`src/rtl/prog_prescaler.sv`:
```
// Programmable multi-channel clock prescaler.
// Each channel divides clk by its own runtime-writable divisor D, producing a
// registered one-cycle tick every D cycles and a 50%-duty clock of period 2*D.
// A divisor of 0 parks the channel with both outputs low. sync realigns every
// channel to count 0 with clk_out low, so channels with equal divisors run in
// lockstep afterwards.
module prog_prescaler #(
  parameter int N       = 4,
  parameter int CH      = 3,
  parameter int DIV_RST = 8,
  localparam int CHW    = (CH > 1) ? $clog2(CH) : 1
) (
  input  logic           clk,
  input  logic           rstn,
  input  logic           en,
  input  logic           sync,
  input  logic           wr_en,
  input  logic [CHW-1:0] wr_ch,
  input  logic [N-1:0]   wr_div,
  output logic [CH-1:0]  clk_out,
  output logic [CH-1:0]  tick
);

  localparam logic [N-1:0] DIV_RST_V = N'(DIV_RST);
  localparam logic [N-1:0] ONE       = N'(1);

  logic [N-1:0]  div_q [CH];
  logic [N-1:0]  div_d [CH];
  logic [N-1:0]  cnt_q [CH];
  logic [N-1:0]  cnt_d [CH];
  logic [CH-1:0] clk_out_q, clk_out_d;
  logic [CH-1:0] tick_q, tick_d;
  logic [CH-1:0] wr_hit;

  // Decode the write address; indices at or above CH never match any channel.
  always_comb begin
    wr_hit = '0;
    for (int i = 0; i < CH; i++) begin
      wr_hit[i] = wr_en && (wr_ch == CHW'(i));
    end
  end

  // Per-channel next state: clear (sync/write) beats disable beats counting.
  always_comb begin
    for (int i = 0; i < CH; i++) begin
      div_d[i]     = div_q[i];
      cnt_d[i]     = cnt_q[i];
      clk_out_d[i] = clk_out_q[i];
      tick_d[i]    = 1'b0;
      if (sync || wr_hit[i]) begin
        cnt_d[i]     = '0;
        clk_out_d[i] = 1'b0;
        if (wr_hit[i]) begin
          div_d[i] = wr_div;
        end
      end else if (div_q[i] == '0) begin
        cnt_d[i]     = '0;
        clk_out_d[i] = 1'b0;
      end else if (en) begin
        if (cnt_q[i] == div_q[i] - ONE) begin
          cnt_d[i]     = '0;
          tick_d[i]    = 1'b1;
          clk_out_d[i] = ~clk_out_q[i];
        end else begin
          cnt_d[i] = cnt_q[i] + ONE;
        end
      end
    end
  end

  // State registers; reset reloads the default divisor and clears everything.
  always_ff @(posedge clk or negedge rstn) begin
    if (!rstn) begin
      for (int i = 0; i < CH; i++) begin
        div_q[i] <= DIV_RST_V;
        cnt_q[i] <= '0;
      end
      clk_out_q <= '0;
      tick_q    <= '0;
    end else begin
      div_q     <= div_d;
      cnt_q     <= cnt_d;
      clk_out_q <= clk_out_d;
      tick_q    <= tick_d;
    end
  end

  assign clk_out = clk_out_q;
  assign tick    = tick_q;

endmodule
```
`config.mk`:
```
export PLATFORM = sky130hd
export DESIGN_NAME = prog_prescaler
export DESIGN_NICKNAME = d
export VERILOG_FILES = /design/src/rtl/prog_prescaler.sv
export SDC_FILE = /design/constraint.sdc
export NUM_CORES = 1
export LEC_CHECK = 0
export CAP_MARGIN = 0
export CORE_MARGIN = 3
export CORE_UTILIZATION = 53
export DETAILED_ROUTE_END_ITERATION = 8
export GPL_TIMING_DRIVEN = 0
export PLACE_DENSITY = 0.85
export SLEW_MARGIN = 40
export SYNTH_ARGS = -nofsm -noshare
export SYNTH_HDL_FRONTEND = slang
export SYNTH_SLANG_ARGS = --single-unit
```
`constraint.sdc`:
```
create_clock -name clk -period 3 [get_ports clk]
set_clock_uncertainty 0.1 [all_clocks]
set_input_delay 0.6 -clock clk [delete_from_list [all_inputs] [get_ports clk]]
set_output_delay 0.6 -clock clk [all_outputs]
set_load 0.05 [all_outputs]
```
### Met2 routing, run 1

Scale: 8 px per µm. Cells faint in the background.
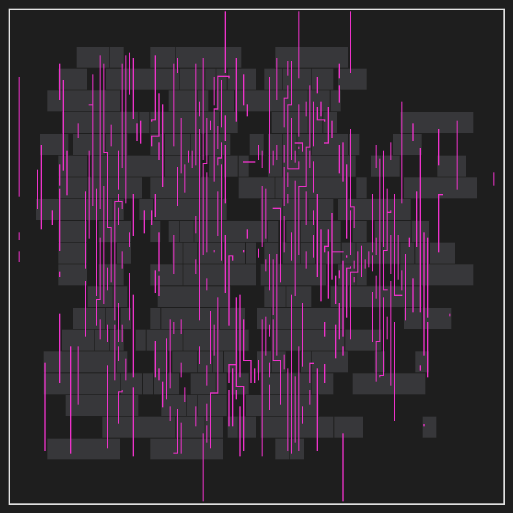
The longest straight run is 23.8 µm. The wires run mostly vertical.

### Routing congestion, run 1

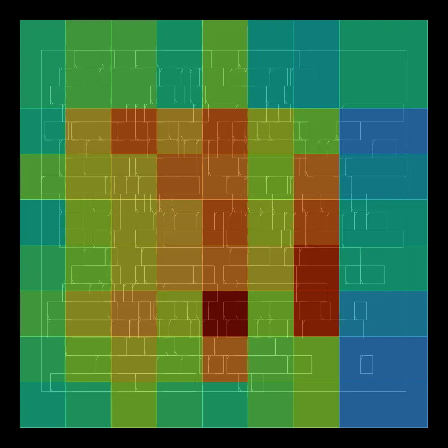
met1 layer usage reported by global route: 25.34%
GR Util met2: 30.64%
global route hottest layer: met2
Core Util, Final: 65.75%
total track usage: 19.68%

### Signal metal coverage by tile, run 1

Scale: 6 px per µm. 12 x 12 tiles, from dark blue (low) to red (high), scaled to the fullest tile. Values are wire area over tile area, all layers added.
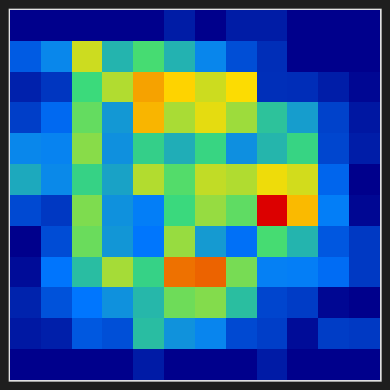
The mean over all tiles is 0.13. The fullest tile reaches 0.46. The emptiest ninth of the die: upper right. 23% of the tiles are over half the peak. 19% of the tiles are nearly empty.

### Signal wires on met3, run 1

Scale: 8 px per µm. Cells faint in the background.
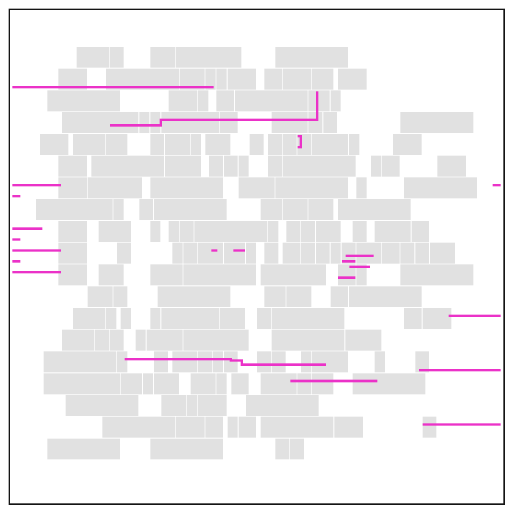
The layer holds 4.8% of the routed length. The layer carries 152 µm of wire. 19 nets have wire on it. The wires run mostly horizontal. The longest straight run is 24.8 µm.

==> run_results.csv, run 1 <==
group,metric,value,unit
clocking,numCtsBuffers,5,
timing,worst_slew_pin_slew,0.6678,ns
power,seqPwrFrac,49.8,%
setup_path,path_max_fanout,3,
clocking,cts_tree,"built",
logic_synthesis,aoi_share,7.692,%
die,ioPinCount,17,
die,nWellTaps,31,
logic_synthesis,top_area_share,41.13,%
power,irDropWorstVdd,0.0003607,V
placed_design,place_congestion,0.8165,
cells_and_area,seqCellArea,754.5,µm²
logic_synthesis,mux_share,5.941,%
flow_run,cap_violations,0,
logic_synthesis,dominantRegCellSynth,"dfrtp_1",
detailed_routing,highest_layer,"met4",
logic_synthesis,ys_sh_xor,12.11,%
die,num_rows,19,
detailed_routing,drc,0,
grt,grt_pass1_wl,5292,µm
cells_and_area,stdcell_area,1876,µm²
logic_synthesis,yosys_cells,153,
cells_and_area,dominant_cells,"combinational gates",
grt,use_met3,6.499,%
logic_synthesis,synthTopCellsByCount,"dfrtp_1, nand2_1, nand3_1",
detailed_routing,routed-wl-met3,151,µm
setup_path,rrSetupSlack,0.97,ns
status,status,"complete, no violations",
setup_path,cp_data_arrival_time,1.51,ns
setup_path,path_delay_family,"buffers and inverters",
logic_synthesis,async_reset_ff_share,100.0,%
power,power_density,531.7,nW/µm²
clocking,clkLatencyLatePin,0.34,ns
setup_path,start_kind,"flip-flop",
worst_hold_path,min_path_type,"in -> async",
## Run 2: what changed since run 1
==> constraint.sdc (replaced) <==
create_clock -name clk -period 2.1 [get_ports clk]
set_clock_uncertainty 0.1 [all_clocks]
set_input_delay 0.42 -clock clk [delete_from_list [all_inputs] [get_ports clk]]
set_output_delay 0.42 -clock clk [all_outputs]
set_load 0.05 [all_outputs]
==> run 2 against run 1 <==
  * The run now ends with negative hold slack left
  * Synthesized cell count stayed put
  * Final cell count stayed put
  * Die area stayed put
  * Setup slack worse by 0.73 ns
  * Hold slack worse by 0.19 ns
  * Sequential share of layout area is 0.11 points lower
  * Via count is 0.26% lower
  * Clock-buffer cell count stayed put
  * Largest cell class unchanged
==> run_results.csv, run 2 <==
group,metric,value,unit
status,status,"finished with violations",
status,violations,"negative hold slack",
setup_path,rrSetupSlack,0.12,ns
die,nWellTaps,31,
grt,grt.total_usage,19.68,%
die,num_rows,19,
logic_synthesis,aoi_share,7.692,%
logic_synthesis,top_area_share,41.13,%
grt,grt_use_met2,30.64,%
timing,worst_slew_pin_slew,0.6650,ns
logic_synthesis,async_reset_ff_share,100.0,%
power,seqPwrFrac,49.6,%
setup_path,path_delay_family,"buffers and inverters",
detailed_routing,routed-wl-met3,170,µm
cells_and_area,seqCellArea,754.5,µm²
logic_synthesis,yosys_cells,153,
timing,hold_violations,7,
detailed_routing,highest_layer,"met4",
flow_run,cap_violations,0,
cells_and_area,stdcell_area,1881,µm²
grt,grt_pass1_wl,5292,µm
logic_synthesis,mux_share,5.941,%
detailed_routing,drc,0,
grt,grt-busiest-layer,"met2",
clocking,cts_tree,"built",
worst_hold_path,min_path_type,"in -> async",
setup_path,cp_data_arrival_time,1.52,ns
grt,grt_util_met1,25.34,%
timing,whs,-0.007760,ns
### Signal wires on met3, run 2

Scale: 8 px per µm. Cells faint in the background.
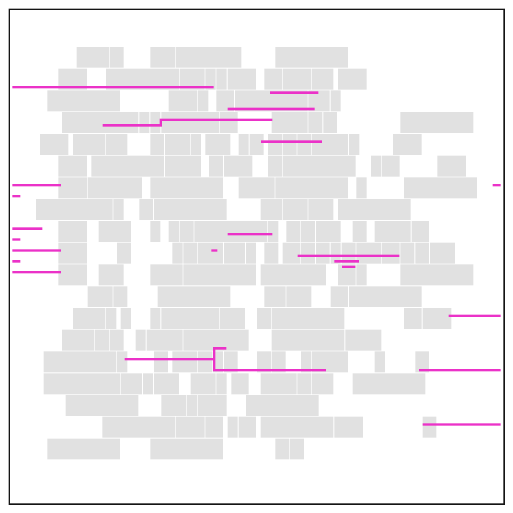
The wires run mostly horizontal. 18 nets have wire on it. The layer carries 170 µm of wire. The layer holds 5.3% of the routed length.

### Met2 routing, run 2

Scale: 8 px per µm. Cells faint in the background.
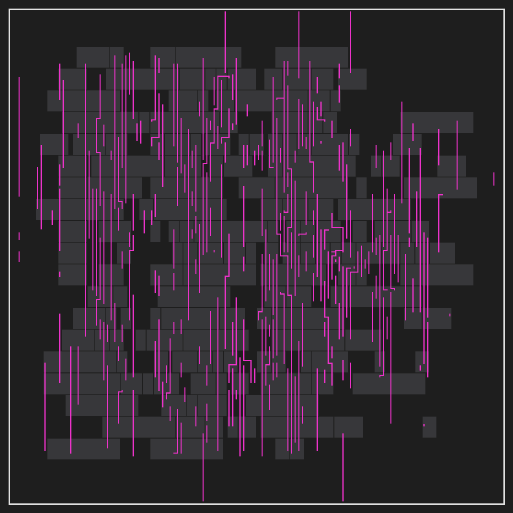
The layer carries 1,570 µm of wire. 160 nets have wire on it. The wires run mostly vertical.

Power figures rest on the tool's default switching activity, not on a simulated workload.
